**src/rtl/ones_detect_arbiter.sv**
```systemverilog
// Round-robin front end that time-shares one serial mod-4 ones-count detector among NREQ requesters.
// Define ONES_DET_CTX_EN to keep a per-requester count context that carries over from word to word.
module ones_detect_arbiter #(
  parameter int WIDTH = 8,
  parameter int NREQ  = 4
) (
  input  logic                         clk,
  input  logic                         reset,
  input  logic [NREQ-1:0]              req_valid,
  input  logic [NREQ*WIDTH-1:0]        req_data,
  output logic [NREQ-1:0]              req_ready,
  output logic                         busy,
  output logic                         det_pulse,
  output logic                         done_valid,
  output logic [$clog2(NREQ)-1:0]      done_id,
  output logic [$clog2(WIDTH+1)-1:0]   done_count,
  output logic [1:0]                   o_dbg_state
);

  localparam int IDW = $clog2(NREQ);
  localparam int CW  = $clog2(WIDTH+1);
  localparam int BCW = $clog2(WIDTH);

  typedef enum logic [1:0] {
    S_IDLE  = 2'd0,
    S_SHIFT = 2'd1,
    S_DONE  = 2'd2
  } state_t;

  state_t           r_state;
  state_t           w_next;
  logic [IDW-1:0]   r_rr_ptr;
  logic [IDW-1:0]   r_id;
  logic [IDW-1:0]   w_grant;
  logic             w_any;
  logic [WIDTH-1:0] r_word;
  logic [1:0]       r_wcnt;
  logic [1:0]       w_start_cnt;
  logic [CW-1:0]    r_det_cnt;
  logic [BCW-1:0]   r_bitcnt;
  logic             r_det_pulse;
  logic             w_last_bit;
  logic             w_wrap;

  // Handshake: a word transfers in the IDLE cycle where req_valid[i] and req_ready[i] are both high;
  // req_ready is combinational, one-hot, and only ever raised for the round-robin winner.
  always_comb begin
    w_grant = '0;
    w_any   = 1'b0;
    // Scan from farthest to nearest so the first valid index after rr_ptr wins.
    for (int k = NREQ; k >= 1; k--) begin
      if (req_valid[(int'(r_rr_ptr) + k) % NREQ]) begin
        w_grant = IDW'((int'(r_rr_ptr) + k) % NREQ);
        w_any   = 1'b1;
      end
    end
  end

  always_comb begin
    req_ready = '0;
    if (r_state == S_IDLE && w_any) req_ready[w_grant] = 1'b1;
  end

  assign w_last_bit = (r_bitcnt == BCW'(WIDTH-1));
  assign w_wrap     = (r_state == S_SHIFT) && r_word[0] && (r_wcnt == 2'd3);

  always_comb begin
    w_next = r_state;
    case (r_state)
      S_IDLE:  if (w_any) w_next = S_SHIFT;
      S_SHIFT: if (w_last_bit) w_next = S_DONE;
      S_DONE:  w_next = S_IDLE;
      default: w_next = S_IDLE;
    endcase
  end

`ifdef ONES_DET_CTX_EN
  logic [1:0] r_ctx [NREQ];

  assign w_start_cnt = r_ctx[w_grant];

  always_ff @(posedge clk or posedge reset) begin
    if (reset) begin
      for (int i = 0; i < NREQ; i++) r_ctx[i] <= 2'd0;
    end else if (r_state == S_DONE) begin
      r_ctx[r_id] <= r_wcnt;
    end
  end
`else
  assign w_start_cnt = 2'd0;
`endif

  always_ff @(posedge clk or posedge reset) begin
    if (reset) begin
      r_state     <= S_IDLE;
      r_rr_ptr    <= IDW'(NREQ-1);
      r_id        <= '0;
      r_word      <= '0;
      r_wcnt      <= 2'd0;
      r_det_cnt   <= '0;
      r_bitcnt    <= '0;
      r_det_pulse <= 1'b0;
    end else begin
      r_state     <= w_next;
      r_det_pulse <= w_wrap;
      case (r_state)
        S_IDLE: begin
          if (w_any) begin
            r_word    <= req_data[w_grant*WIDTH +: WIDTH];
            r_id      <= w_grant;
            r_wcnt    <= w_start_cnt;
            r_det_cnt <= '0;
            r_bitcnt  <= '0;
          end
        end
        S_SHIFT: begin
          r_word   <= r_word >> 1;
          r_bitcnt <= r_bitcnt + 1'b1;
          if (r_word[0]) r_wcnt <= r_wcnt + 2'd1;
          if (w_wrap) r_det_cnt <= r_det_cnt + 1'b1;
        end
        S_DONE: r_rr_ptr <= r_id;
        default: ;
      endcase
    end
  end

  assign busy        = (r_state != S_IDLE);
  assign det_pulse   = r_det_pulse;
  assign done_valid  = (r_state == S_DONE);
  assign done_id     = done_valid ? r_id : '0;
  assign done_count  = done_valid ? r_det_cnt : '0;
  assign o_dbg_state = r_state;

endmodule

```
**config.mk**
```make
export PLATFORM = sky130hd
export DESIGN_NAME = ones_detect_arbiter
export DESIGN_NICKNAME = d
export VERILOG_FILES = /design/src/rtl/ones_detect_arbiter.sv
export SDC_FILE = /design/constraint.sdc
export NUM_CORES = 1
export LEC_CHECK = 0
export CORE_MARGIN = 5
export CORE_UTILIZATION = 47
export DETAILED_ROUTE_END_ITERATION = 8
export GPL_TIMING_DRIVEN = 0
export PLACE_DENSITY = 0.88
export SYNTH_ARGS = -nofsm -noshare
export SYNTH_HDL_FRONTEND = slang
export SYNTH_SLANG_ARGS = --single-unit
```
**constraint.sdc**
```tcl
create_clock -name clk -period 3.5 [get_ports clk]
set_input_delay 0.35 -clock clk [delete_from_list [all_inputs] [get_ports clk]]
set_output_delay 0.35 -clock clk [all_outputs]
set_load 0.005 [all_outputs]
```
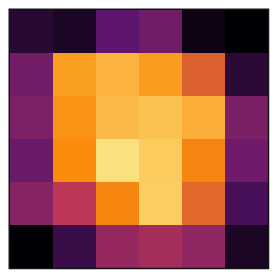
**Above:** run 1 (cell density map).
(4 px per micron) The die is cut into 6 by 6 equal tiles; black is low, pale yellow is high, 0 to 100% covered.
tiles over 75% full: 28%
fullest tile: 94%
densest ninth of the die: center

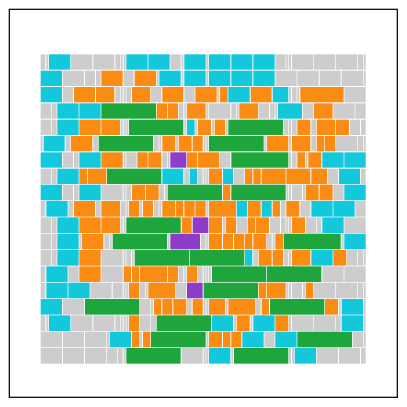
**Above:** run 1 (placed cells, one color a class).
(6 px per micron) Fill, decap, tap and diode cells in gray.
[clock drivers and dummy loads] purple | cells: 4 | share of their area: 1.9%
[remaining logic cells] orange | cells: 109 | share of their area: 38%
[remaining buffers and delay cells] cyan | cells: 60 | share of their area: 29%
[registers] green | cells: 24 | share of their area: 31%

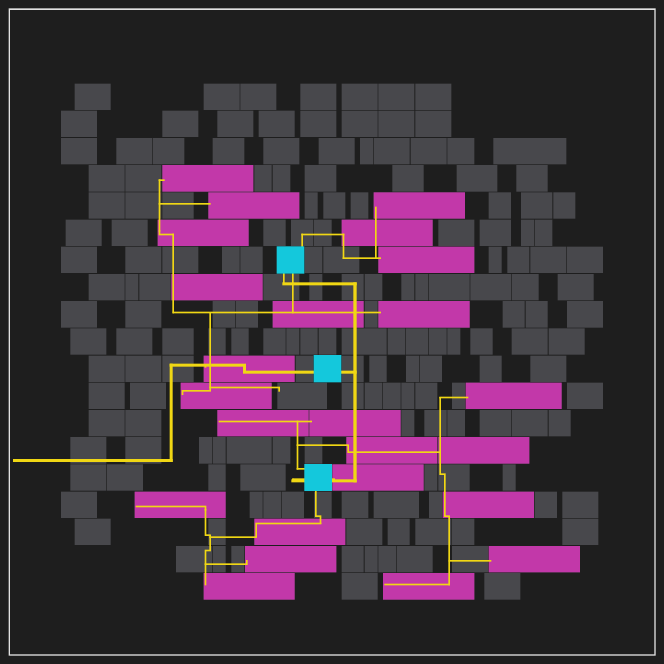
**Above:** run 1 (clock network drawn from the DEF).
(10 px per micron)
[clock wires] yellow | length: 265 microns
[clock-net drivers] cyan | count: 3
[flip-flops] magenta | count: 24
routed clock nets: 4

==> flow_summary.yaml, run 1 <==
# implementation run metrics
sta:
  tightest_slew_ps: 877
  final-max-slew-violation-count: 0
  clock_skew_ps: 3.10
  rsz0062_at_grt: "no"
  fmax_mhz: 357
  relSlewSlack_pct: 41.5
worst_setup_path:
  cp.required_ps: 3150
  path_depth: 5
  startpoint: "o_dbg_state[1]"
  reg2reg_from: "r_rr_ptr[0]"
  crit_buf_inv: 1
  crit_path_end_kind: "output port"
  startpoint_type: "register"
  cp.arrival_ps: 2450
  critical_path_class: "register to output port"
  critPathSlowestCell: "clkdlybuf4s50_1"
synthesis:
  synthTopLogicFamily: "simple AND/OR/NAND/NOR gates"
  synthMuxAreaShare_pct: 13.1
  ys_seq_share_pct: 43.3
  edf_count: 0
  adder_share_pct: 3.59
  synthArstFlopShare_pct: 100
  yosysWarningCount: 0
  ys_sh_aoi_pct: 14.5
  ys_sh_simple_pct: 20.2
  netlist-cell-type-count: 30
drt:
  via_count: 1242
  wl_met2_microns: 1730
  drt_pass1_iterations: 4
  met3WireLength_microns: 195
  antenna_left: 0
  wl_per_cell_microns: 14.6
  met1Wirelength_microns: 1380
  post-route-drc-count: 0
power_and_ir_drop:
  p_sw_share_pct: 38.4
  switching_power_uw: 483
  maxPowerGroup: "combinational cells"
  p_clk_share_pct: 11.6
  seq_power_share_pct: 38.5
  max-vdd-ir-drop_uv: 304
  combPwrFrac_pct: 49.9
cts:
  hold_buffers: 0
  cts_root_buffer: "clkbuf_4"
  clock_latency_ps: 320
  clkTransAtPathRegs_ps: 130
  numCtsBuffers: 3
  post_cts_buffers: 0
  htreeDepth: 1
cells_and_area:
  top_regs: "r_word x8, r_det_cnt x4, r_bitcnt x3"
  seqCellArea_sq_um: 603
  final_cell_mix: "clkdlybuf4s50_1, dfrtp_1, mux2i_1, nand2_1, o221ai_1"
  drive_gt1_share_pct: 8.12
  fin_area_sq_um: 1990
  regMostFlops: "r_word"
  area_growth_pct: 42.8
  layout_top_cell: "clkdlybuf4s50_1"
  n_antenna_cell: 0
global_routing:
  grt_max_degree: 25
  gr-usage-met3_pct: 3.80
placement:
  portBuffers: 52
  hpwl_microns: 2650
  dp_slack_ps: 734
floorplanning:
  die-width_microns: 64.4
  row_count: 19
flow_run:
  tool_warnings: 26
  cap_violations: 0
status:
  status: "completed"
[run 1: through the flow]
| stage | std cells | util (%) | hold WS, ps | power, mW |
|---|---|---|---|---|
| global route | 228 | 70.9 | 529 | 1.36 |
| CTS | 228 | 70.9 | 509 | 1.27 |
| floorplan | 141 | - | 363 | 0.907 |
| global placement | 224 | 69.6 | 470 | 1.09 |
| detailed placement | 224 | 69.6 | 479 | 1.12 |
| finish | 228 | 70.9 | 496 | 1.26 |
[run 1: Yosys cell counts, types with 2 or more instances]
cell / instances
nand2b_1: 4
dfstp_2: 2
inv_1: 3
and2_1: 7
o21ai_0: 7
or2_1: 3
nand2_1: 12
buf_2: 2
xor2_1: 2
ha_1: 4
nand3_1: 8
dfrtp_1: 22
mux2i_1: 16
nor2b_1: 3
a21oi_1: 7
o211ai_1: 2
o221ai_1: 9
nor2_1: 6
mux2_2: 2
clkbuf_1: 3
and3_1: 8
[run 1: worst min path at each step]
| stage | start | to | slack [ps] | cells past startpoint |
|---|---|---|---|---|
| after floorplan | reset | det_pulse | 360 | 1 |
| after global placement | r_id[0] | r_id[0] | 470 | 2 |
| after detailed placement | r_word[3] | r_word[2] | 480 | 2 |
| after CTS | r_id[1] | r_id[1] | 510 | 2 |
| after global routing | r_word[4] | r_word[3] | 530 | 2 |
| final | reset | r_word[1] | 500 | 2 |
[run 1: area by class of cell]
| type | instances | area share [%] |
|---|---|---|
| Sequential cell | 24 | 30.3 |
| Multi-Input combinational cell | 106 | 36.9 |
| Inverter | 3 | 0.566 |
| Clock buffer | 4 | 1.83 |
| Tap cell | 31 | 1.95 |
| Buffer | 8 | 2.27 |
| Timing Repair Buffer | 52 | 26.2 |
**Run 1: the clock network**

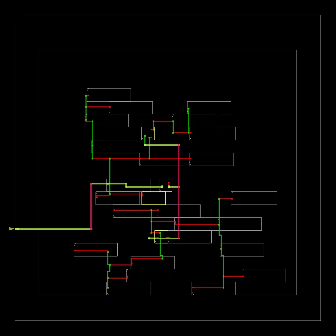

==> run 2, diff against run 1 <==
CORE_UTILIZATION = 44   (was 47)
PLACE_DENSITY = 0.83   (was 0.88)
clock period = 2.9 ns   (was 3.5 ns; I/O delays follow)
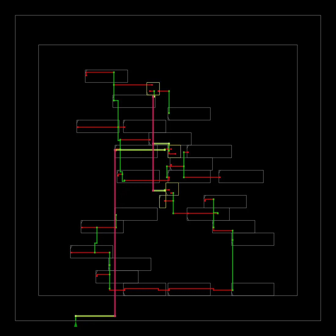
**Above:** run 2 (the clock network).
final setup skew: 4.21 ps
seq_cells: 24
clock buf count: 4
clock network power: 150 uW

==> run 2 against run 1 <==
Net effect:
- via count increased by 3.7%
- first-iteration DRC count grew to 2.6 times the previous value
- non-clock buffer count is the same
- total power is 20% higher
- highest routed layer unchanged
- global-route usage up 0.97 points
- largest power group unchanged
- critical path depth is 3 higher
- combinational power grew 24%
- clock-buffer cell count unchanged
- sequential share of layout area down 0.13 points
- hold slack worse by 32 ps
- sequential power rose by 21%
- critical path type is now input pin to output port
- core utilization decreased by 5.5 points
==> flow_summary.yaml, run 2 <==
# implementation run metrics
drt:
  via_count: 1288
  drtIter0Drc: 47
  avgViaCountPerCell: 5.34
  wl_microns: 3560
  post-route-drc-count: 0
  antenna_left: 0
  wl_per_cell_microns: 14.8
  drt_pass1_iterations: 4
power_and_ir_drop:
  max-vdd-ir-drop_uv: 290
  p_sw_share_pct: 39.3
  p_leak_nw: 0.897
  combPwrFrac_pct: 51.4
  power.total_mw: 1.51
  p_clk_share_pct: 9.9
  switching_power_uw: 596
  intPower_uw: 918
  power_density_nw_per_um2: 758
  seq_power_share_pct: 38.7
cells_and_area:
  drive_gt1_share_pct: 8.12
  fin_cells: 241
  logic_area_sq_um: 736
  top_regs: "r_word x8, r_det_cnt x4, r_bitcnt x3"
  n_fill_cell: 274
  final_cell_mix: "clkdlybuf4s50_1, dfrtp_1, mux2i_1, nand2_1, o221ai_1"
  layout_top_cell: "clkdlybuf4s50_1"
  largest_reg_flops: 8
  seqCellArea_sq_um: 603
  fin_area_sq_um: 2000
  utilization_pct: 65.4
  nets: 240
  regMostFlops: "r_word"
  area_growth_pct: 43.4
  n_antenna_cell: 0
worst_setup_path:
  crit_path_end_kind: "output port"
  cp.arrival_ps: 2360
  critPathSlowestCell: "clkdlybuf4s50_1"
  startpoint: "req_valid[3]"
  cp.required_ps: 2610
  slowest_delay_ps: 560
  startpoint_type: "input pin"
  reg2reg_from: "r_rr_ptr[0]"
  cp_cell_sequence: "clkdlybuf4s50_1 > nand2b_1 > o211ai_1 > o221ai_1 > or2_1 > buf_2 > nor2_1 > clkdlybuf4s50_1"
  crit_fanout: 10
  critical_path_class: "input pin to output port"
  crit_top_cell: "clkdlybuf4s50_1"
sta:
  tightest_slew_ps: 895
  setup_viol: 0
  post-route-min-period_ps: 2650
  fin_crit_sh_pct: 91.6
  final-max-slew-violation-count: 0
  holdWs_ps: 464
  rsz0062_at_grt: "no"
  fin_tns_setup_ps: 0
  hold_viol: 0
  relSlewSlack_pct: 40.3
  fmax_mhz: 377
  layout_setup_ws_ps: 245
synthesis:
  avgSynthCellArea_sq_um: 9.88
  top_cell_area_share_pct: 39.5
  yosys_area_sq_um: 1390
  netlist-cell-type-count: 30
  top_cell: "dfrtp_1"
  edf_count: 0
  yosys_cells: 141
  ys_seq_share_pct: 43.3
  flop_cell: "dfrtp_1"
  synthTopCellsByCount: "dfrtp_1, mux2i_1, nand2_1, o221ai_1"
  synthArstFlopShare_pct: 100
  top_area_cell: "dfrtp_1"
  area_leaders: "dfrtp_1, mux2i_1, o221ai_1, dfstp_2, and3_1"
  ys.flops: 24
  synthCells: 141
  syn_area_sq_um: 1390
  yosysWarningCount: 0
  fp_nets: 183
global_routing:
  grt_overflow: 0
  grt_max_degree: 25
  grt_pass1_vias: 1333
  grtUsageTotal_pct: 17.5
  grt_pass1_wl_microns: 5930
  antenna_found_initial: 0
placement:
  portBuffers: 52
  dp_slack_ps: 234
  dp.cells: 237
  hpwl_microns: 2820
  place_congestion: 0.801
  dpl_cell_area_sq_um: 1970
cts:
  numCtsBuffers: 3
  clkTransAtPathRegs_ps: 130
  htreeDepth: 1
  hold_buffers: 0
  post_cts_buffers: 0
  cts_root_buffer: "clkbuf_4"
  clock_latency_ps: 310
  cts_tree: "built"
  clock-sinks: 24
  clockBufferDepth: 2
  ctsResizeCount: 0
floorplanning:
  row_count: 20
  die-width_microns: 66.3
  core_sq_um: 3050
  fp_util_pct: 45.6
  die_h_microns: 66.3
  num_io_pins: 53
  die_area_sq_um: 4390
flow_run:
  cap_violations: 0
  tool_warnings: 26
status:
  status: "completed"
worst_hold_path:
  hold_class: "input pin to asynchronous set/reset pin"
==> run 2: cell counts in the layout (fill, tap and decap cells not counted) <==
Identical to the previous run, type by type.
==> run 2: final timing paths <==
path                                endpoint  slack (ps)  cells past startpoint
worst min register to register     r_word[4]         500                      2
worst max register to register     r_word[7]        1090                      6
worst max-delay path            req_ready[3]         250                      8
worst min-delay path            r_det_cnt[1]         460                      2
min in group clk                   r_word[4]         500                      2
max in group asynchronous          r_word[6]        1890                      2
==> run 2: layout make-up <==
| class | count | share of cell area [%] |
|---|---|---|
| Multi-Input combinational cell | 106 | 36.8 |
| Sequential cell | 24 | 30.2 |
| Timing Repair Buffer | 52 | 26.1 |
| Tap cell | 44 | 2.76 |
| Buffer | 8 | 2.26 |
| Clock buffer | 4 | 1.32 |
| Inverter | 3 | 0.564 |
==> run 2: critical path: cells and delay by family <==
| family | cells | cell delay, ps |
|---|---|---|
| buf+inv | 3 | 1260 |
| simple gates | 3 | 520 |
| compound gates | 2 | 290 |
==> run 2: cells by family after synthesis <==
group           count (synthesis)  share of synthesized area, %
xor+xnor                        2                          1.26
compound gates                 28                          14.5
fa+ha+maj                       4                          3.59
simple gates                   54                          20.2
buf+inv                        11                          4.04
flops                          24                          43.3
mux                            18                          13.1
==> run 2: power by group through the flow <==
stage | logic (mW) | clock network (mW) | registers [mW]
6_report | 0.778 | 0.150 | 0.586
5_1_grt | 0.875 | 0.171 | 0.605
4_1_cts | 0.784 | 0.154 | 0.585
3_5_place_dp | 0.778 | 0 | 0.594
3_3_place_gp | 0.735 | 0 | 0.583
2_1_floorplan | 0.531 | 0 | 0.564
==> run 2: per-layer routing <==
layer	up-vias	track usage [%]	routed length (microns)
met1	612	19.9	1400
met2	51	31.6	1870
met3	5	2.72	241
met4	0	7.87	56
li1	620	-	-
met5	-	0	0
Power and IR drop assume default switching activity.
